run_1/met1.png
(3 px per µm) Supply wires on this layer in grey. Cells faint in the background.
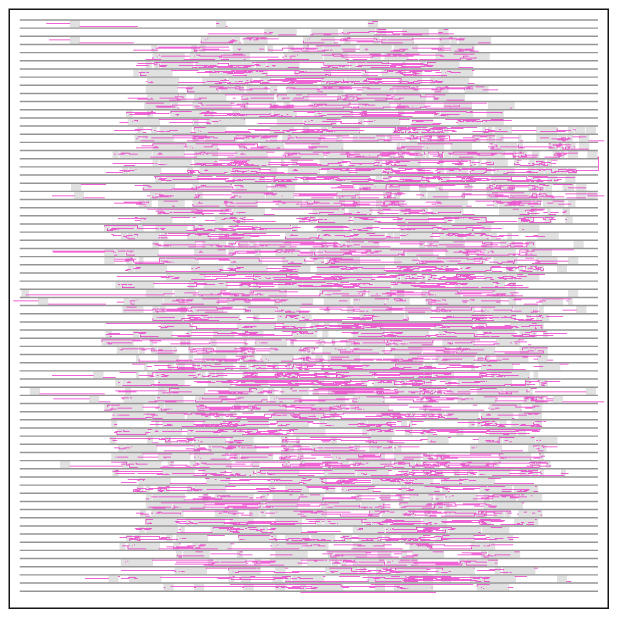
run_1/met4.png
(2 px per µm) Supply wires on this layer in grey.
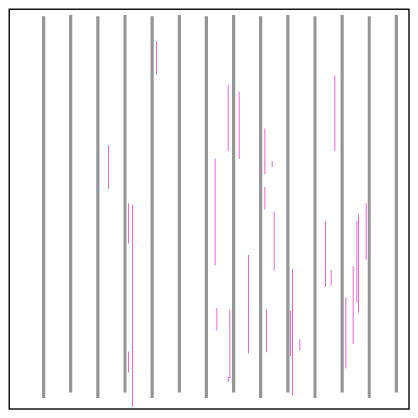
run_1/metal_stack.png
(2 px per µm) Two of the layers only.
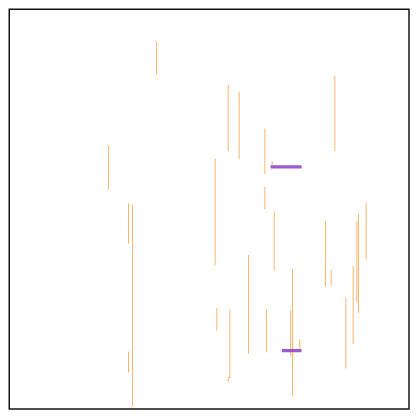
**src/rtl/reg_bank_stream_reader.sv**
```systemverilog
// rtl/reg_bank_stream_reader.sv - register bank with sequential valid/ready burst reader
// Optional: define READ_PARITY_EN to add the registered out_parity output.
module reg_bank_stream_reader #(
  parameter int WIDTH = 16,
  parameter int DEPTH = 16,
  parameter int AW    = 4
) (
  input  logic             clk,
  input  logic             rst,
  input  logic             wr_en,
  input  logic [AW-1:0]    wr_addr,
  input  logic [WIDTH-1:0] wr_data,
  input  logic             start,
  input  logic [AW-1:0]    start_addr,
  input  logic [AW:0]      count,
  output logic [WIDTH-1:0] out_data,
  output logic             out_valid,
  input  logic             out_ready,
  output logic             busy,
`ifdef READ_PARITY_EN
  output logic             out_parity,
`endif
  output logic             done
);

  typedef enum logic [1:0] {IDLE, STREAM, FIN} state_t;

  state_t           state, state_nxt;
  logic [WIDTH-1:0] mem [DEPTH];
  logic [AW-1:0]    addr;
  logic [AW:0]      remaining;
  logic             load_first;
  logic             advance;
  logic [AW-1:0]    addr_inc;

  assign addr_inc = addr + AW'(1);

  always_ff @(posedge clk) begin
    if (rst) state <= IDLE;
    else     state <= state_nxt;
  end

  always_comb begin
    state_nxt  = state;
    load_first = 1'b0;
    advance    = 1'b0;
    case (state)
      IDLE: begin
        if (start) begin
          if (count != '0) begin
            load_first = 1'b1;
            state_nxt  = STREAM;
          end else begin
            state_nxt  = FIN;
          end
        end
      end
      STREAM: begin
        // out_valid is high for the whole STREAM state, so out_ready alone marks a transfer
        if (out_ready) begin
          if (remaining > (AW+1)'(1)) advance = 1'b1;
          else                        state_nxt = FIN;
        end
      end
      FIN:     state_nxt = IDLE;
      default: state_nxt = IDLE;
    endcase
  end

  assign out_valid = (state == STREAM);
  assign busy      = (state == STREAM);
  assign done      = (state == FIN);

  // Loads read pre-edge memory contents, so a same-edge write to the loaded address returns old data
  always_ff @(posedge clk) begin
    if (rst) begin
      for (int i = 0; i < DEPTH; i++) mem[i] <= '0;
      out_data  <= '0;
      addr      <= '0;
      remaining <= '0;
`ifdef READ_PARITY_EN
      out_parity <= 1'b0;
`endif
    end else begin
      if (wr_en) mem[wr_addr] <= wr_data;
      if (load_first) begin
        addr      <= start_addr;
        remaining <= count;
        out_data  <= mem[start_addr];
`ifdef READ_PARITY_EN
        out_parity <= ^mem[start_addr];
`endif
      end else if (advance) begin
        addr      <= addr_inc;
        remaining <= remaining - (AW+1)'(1);
        out_data  <= mem[addr_inc];
`ifdef READ_PARITY_EN
        out_parity <= ^mem[addr_inc];
`endif
      end
    end
  end

endmodule
```
**config.mk**
```make
export PLATFORM = sky130hd
export DESIGN_NAME = reg_bank_stream_reader
export DESIGN_NICKNAME = d
export VERILOG_FILES = /design/src/rtl/reg_bank_stream_reader.sv
export SDC_FILE = /design/constraint.sdc
export NUM_CORES = 1
export LEC_CHECK = 0
export CAP_MARGIN = 25
export CORE_MARGIN = 3
export CORE_UTILIZATION = 40
export DETAILED_ROUTE_END_ITERATION = 10
export PLACE_DENSITY = 0.64
export RECOVER_POWER = 50
export SLEW_MARGIN = 20
export SYNTH_ARGS = -nofsm -noshare
export SYNTH_HDL_FRONTEND = slang
export SYNTH_SLANG_ARGS = --single-unit
```
**constraint.sdc**
```tcl
create_clock -name clk -period 2.2 [get_ports clk]
set_input_delay 0.22 -clock clk [delete_from_list [all_inputs] [get_ports clk]]
set_output_delay 0.22 -clock clk [all_outputs]
set_load 0.01 [all_outputs]
```
==> results.toml, run 1 <==
# implementation run metrics
[run_status]
status = "complete, no violations"

[setup_path]
path_class = "reg -> reg"
crit_path_end_kind = "flip-flop"
start_kind = "flip-flop"
cp_data_required_time_ns = 2.62

[yosys]
synth_area_per_cell_um2 = 15.02
synthesis.nets = 1031
yosys_warnings = 0
synthTopCellsByCount = "and2_1 (260), edfxtp_1 (256), mux4_2 (117)"
syn-cell-area_um2 = 14930
async_flop_share_pct = 0
ys_cells = 994
edf_count = 256
ys_seq_elements = 283
area_leaders = "edfxtp_1 (52%), mux4_2 (18%), and2_1 (11%)"

[route]
firstDrtPassIters = 5
ant_nets = 0
first_iter_violations = 903
drc = 0

[global_routing]
grt_pass1_vias = 9509
antenna_found_initial = 3
grt_first_pass_wirelength_mm = 62.72
groute.usage.overall_pct = 21.49
grt_start_max_net_pins = 31

[power]
p_total_w = 0.01455
p_per_area_nw_per_um2 = 826.9
ir_drop_mv = 0.4960
power.leakage_nw = 6.005

[sta]
relSlewSlack_pct = 16.86
period_minus_slack_ns = 2.148
rsz0062_at_grt = "true"
fin_skew_ns = 0.01564

[clocking]
cts_hold_buf = 0
cts_tree = "built"
cts_sinks = 283
root_buffer = "clkbuf_16"

[final_layout]
drive_gt1_share_pct = 25.22
antenna_cells = 0
areaGrowthSynthToFinish_pct = 17.88
fillCellCount = 3108

[floorplanning]
pin_count = 53
die_area_um2 = 39670
die_h_um = 199.2

[run]
drv_cap = 0

[placed_design]
port_buffers = 52
globalplace.congestion = 0.8266
hpwl_mm = 28.85

[hold_path]
hp-class = "in -> reg"
Notes on met1.png above:
share of all routed wire	42%
wire length on this layer	17900 µm
nets with wire on the layer	1084
main direction	horizontal
met1 track demand over resource: 30.36%
Vias: 9234
final WL: 42.23 mm

Notes on met4.png above:
nets with wire on the layer	20
wire length on this layer	831 µm
share of all routed wire	2.0%
main direction	vertical

Notes on metal_stack.png above:
layer	colour	wire length
met5	purple	22.1 µm
met4	orange	831 µm

[run 1: sequential cells by signal, summed over array words and instances, names as in the netlist]
signal,cells
state,2
addr,4
out_data,16
remaining,5
mem,256
[run 1: where the power goes]
group / switching, W / leakage [nW] / internal [W] / total, W
sequential: 0.000233 / 2.66 / 0.00622 / 0.00645
clock: 0.00211 / 0.507 / 0.00312 / 0.00523
combinational: 0.00138 / 2.83 / 0.00150 / 0.00287
total: 0.00372 / 6.00 / 0.0108 / 0.0145
[run 1: worst max-delay path, stage by stage (launching register included)]
cell and delay (ns):
dfxtp_4 0.41, buf_12 0.18, buf_16 0.18, mux4_1 0.61, mux4_2 0.48, nand2_1 0.08, a21oi_1 0.06
[run 1: cells by family (layout without fill, tap and decap cells)]
kind of cell    count (synthesis)  in the layout  synth area share, %
fa+ha+maj                       3              3               0.2515
flops                         283            283                55.13
compound gates                 72             72                3.588
mux                           170            170                22.95
buf+inv                        87            207                2.942
simple gates                  375            375                14.90
xor+xnor                        4              4               0.2348
[run 1: repair_timing]
| item | CTS | global route |
|---|---|---|
| resized | 3 | 4 |
| hold endpoints to repair | 0 | 0 |
| cloned | 0 | 1 |
| setup buffers | 4 | 4 |
| endpoints found under the setup margin | 4 | 15 |
[run 1: cell usage in the layout (no fill, tap or decap), types with 19 or more instances in the layout]
cell,Yosys,layout
nor3_1,19,19
buf_4,5,51
mux2i_1,37,37
and2_0,0,93
mux4_2,117,122
and2_1,260,167
dfxtp_1,27,26
clkbuf_16,0,32
buf_12,2,23
a221oi_1,22,22
clkdlybuf4s50_1,0,47
edfxtp_1,256,256
nor2_1,28,28
[run 1: per-stage QoR]
step                cells  utilization [%]  setup slack, ns  setup TNS, ns
floorplan             994                -          0.05173              0
global placement     1517            45.29         -0.04988        -0.3471
detailed placement   1517            45.29          -0.1013        -0.9214
CTS                  1577            48.19       0.00004818              0
global route         1582            47.94        -0.004976      -0.009668
finish               1582            47.94          0.05241              0
[run 1: final timing paths]
kind                                    end  cells past startpoint                      start  slack [ns]
setup / recovery   out_data[5]$_SDFFE_PP0P_                      6       addr[0]$_SDFFE_PP0P_        0.05
hold / removal     out_data[3]$_SDFFE_PP0P_                      3                        rst        0.15
setup reg to reg   out_data[5]$_SDFFE_PP0P_                      6       addr[0]$_SDFFE_PP0P_        0.05
hold reg to reg   remaining[4]$_SDFFE_PP0P_                      2  remaining[4]$_SDFFE_PP0P_        0.48
[run 1: per-layer routing]
metal  up-vias  part of all wire (%)  GRT usage, %
met2       392                    48         34.45
li1       4034                     -             -
met4         4                   2.0         5.648
met5         -                 0.052             0
met3        63                   7.9         4.249
met1      4741                    42         30.36
[run 1: layout make-up]
type                    instances  area (µm²)  area share, %
clock buffers                  36       824.5          4.686
clock inverters                20       195.2          1.109
inverters                       4       15.01        0.08534
multi-input cells             624        6267          35.62
flip-flops and latches        283        8232          46.79
well taps                     468       585.6          3.328
repair buffers                147        1475          8.384
run_1/final_congestion.png
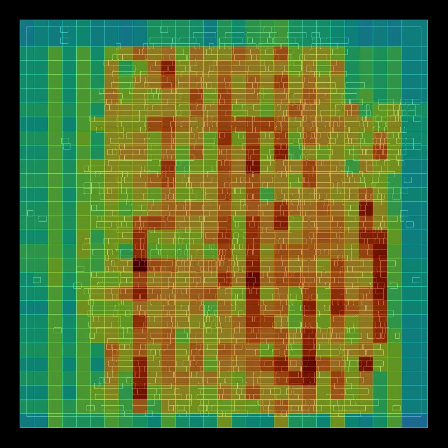

==> run 1 -> run 2 <==
--- a/config.mk
+++ b/config.mk
@@ -5,9 +5,9 @@
 export SDC_FILE = /design/constraint.sdc
 export NUM_CORES = 1
 export LEC_CHECK = 0
-export CAP_MARGIN = 25
 export CORE_MARGIN = 3
 export CORE_UTILIZATION = 40
+export CTS_CLUSTER_SIZE = 40
 export DETAILED_ROUTE_END_ITERATION = 10
 export PLACE_DENSITY = 0.64
 export RECOVER_POWER = 50
run_2/final_congestion.png
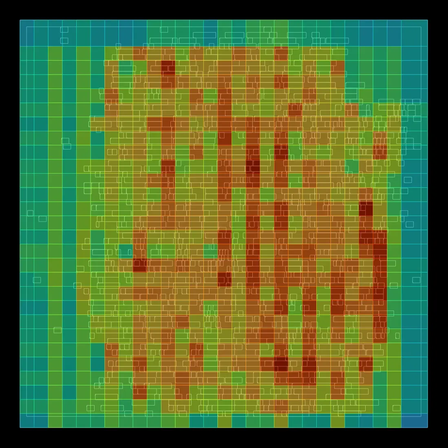
met2 Resource Use GR: 34.99%
met1 track demand over resource: 30.51%
GRT Max-Usage Layer: met2
DR WL/cell: 26.72 µm

==> results.toml, run 2 <==
# implementation run metrics
[yosys]
synth_area_per_cell_um2 = 15.02
ys_seq_elements = 283
synthTopCellsByCount = "and2_1 (260), edfxtp_1 (256), mux4_2 (117)"
yosys_warnings = 0
syn-cell-area_um2 = 14930
async_flop_share_pct = 0
edf_count = 256

[hold_path]
whs_path_depth = 3
holdPathEnd = "out_data[3]$_SDFFE_PP0P_"

[run_status]
status = "complete, no violations"

[final_layout]
final_util_pct = 47.88
drive_gt1_share_pct = 25.04
layout_top_cells = "edfxtp_1 (256), and2_1 (165), mux4_2 (122)"
reg_top3 = "mem x256, out_data x16, remaining x5"
largest_reg_flops = 256
areaGrowthSynthToFinish_pct = 17.72
fillCellCount = 3125

[run]
drv_cap = 0

[route]
ant_nets = 0
firstDrtPassIters = 5
drc = 0
vias = 9203

[floorplanning]
die_area_um2 = 39670
die_h_um = 199.2
pin_count = 53

[global_routing]
grt_start_max_net_pins = 31
groute.usage.overall_pct = 21.51
antenna_found_initial = 1
grt_first_pass_wirelength_mm = 62.98

[setup_path]
reg2regPathDepth = 6
crit_path_end_kind = "flip-flop"
regToRegStartpoint = "addr[0]$_SDFFE_PP0P_"
slowest_delay_ns = 0.56
r2r_setup_slack_ns = 0.06
cp_data_required_time_ns = 2.63
worstReg2RegEnd = "out_data[1]$_SDFFE_PP0P_"

[power]
p_per_area_nw_per_um2 = 827.0
power_switching_w = 0.003734
power.share.sequential_pct = 44.4
internal-power_w = 0.01080
netSwitchingFraction_pct = 25.69
power.leakage_nw = 5.985

[placed_design]
hpwl_mm = 28.85

[sta]
fin_skew_ns = 0.009568
period_minus_slack_ns = 2.145

[clocking]
cts_sinks = 283
root_buffer = "clkbuf_16"
cts_tree = "built"
==> run 2: through the flow <==
step	TNS, ns	hold slack [ns]	setup WS [ns]	total power (W)	instances
floorplan	0	0.3879	0.05173	0.008176	994
global placement	-0.3471	0.4648	-0.04988	0.009287	1517
detailed placement	-0.9214	0.4734	-0.1013	0.009337	1517
CTS	0	0.1307	0.00009015	0.01457	1577
global route	-0.001599	0.1682	-0.001271	0.01501	1582
finish	0	0.1598	0.05516	0.01453	1582
==> run 2: cell families after synthesis <==
logic type,synth area share [%]
compound gates,3.588
buf+inv,2.942
simple gates,14.90
xor+xnor,0.2348
fa+ha+maj,0.2515
flops,55.13
mux,22.95
==> run 2: final cells by class <==
| class | instances | area (µm²) | share of cell area, % |
|---|---|---|---|
| sequential | 283 | 8232 | 46.85 |
| timing repair buffer | 147 | 1459 | 8.303 |
| tap | 468 | 585.6 | 3.333 |
| clock buffer | 36 | 814.5 | 4.636 |
| clock inverter | 20 | 197.7 | 1.125 |
| inverter | 4 | 15.01 | 0.08545 |
| multi-input combinational | 624 | 6267 | 35.67 |
==> run 2: power by group through the flow <==
stage          Clock [W]  Sequential, W  Combinational, W
2_1_floorplan          0        0.00646           0.00172
3_3_place_gp           0        0.00653           0.00275
3_5_place_dp           0        0.00655           0.00279
4_1_cts          0.00529        0.00644           0.00285
5_1_grt          0.00551        0.00648           0.00302
6_report         0.00522        0.00645           0.00286
==> run 2: routing by layer <==
layer	global-route usage (%)	vias to the layer above	routed length (µm)
met4	4.841	2	764
li1	-	4031	-
met5	0	-	13
met2	34.99	369	20350
met1	30.51	4743	17980
met3	3.895	58	3169
==> run 2: worst max path at each step <==
stage	startpoint	end	depth (start not counted)
after detailed placement	count[3]	out_data[2]$_SDFFE_PP0P_	7
after global routing	addr[0]$_SDFFE_PP0P_	out_data[5]$_SDFFE_PP0P_	6
after floorplan	addr[0]$_SDFFE_PP0P_	out_data[15]$_SDFFE_PP0P_	7
after CTS	addr[0]$_SDFFE_PP0P_	out_data[12]$_SDFFE_PP0P_	6
final	addr[0]$_SDFFE_PP0P_	out_data[1]$_SDFFE_PP0P_	6
after global placement	count[3]	out_data[6]$_SDFFE_PP0P_	7
==> run 2: what timing repair did <==
| action | 4_1_cts | 5_1_grt |
|---|---|---|
| buffers inserted | 4 | 4 |
| cloned | 0 | 1 |
| resized | 3 | 4 |
| endpoints found under the setup margin | 4 | 15 |
| hold buffers | 0 | 0 |
==> run 2: critical path: cells and delay by family (launching register included) <==
family | cells | cell delay (ns)
flip-flops | 1 | 0.41
multiplexers | 2 | 1.04
AND/OR/NAND/NOR | 1 | 0.08
buffers and inverters | 2 | 0.40
AND-OR/OR-AND | 1 | 0.05
Power figures rest on the tool's default switching activity, not on a simulated workload.
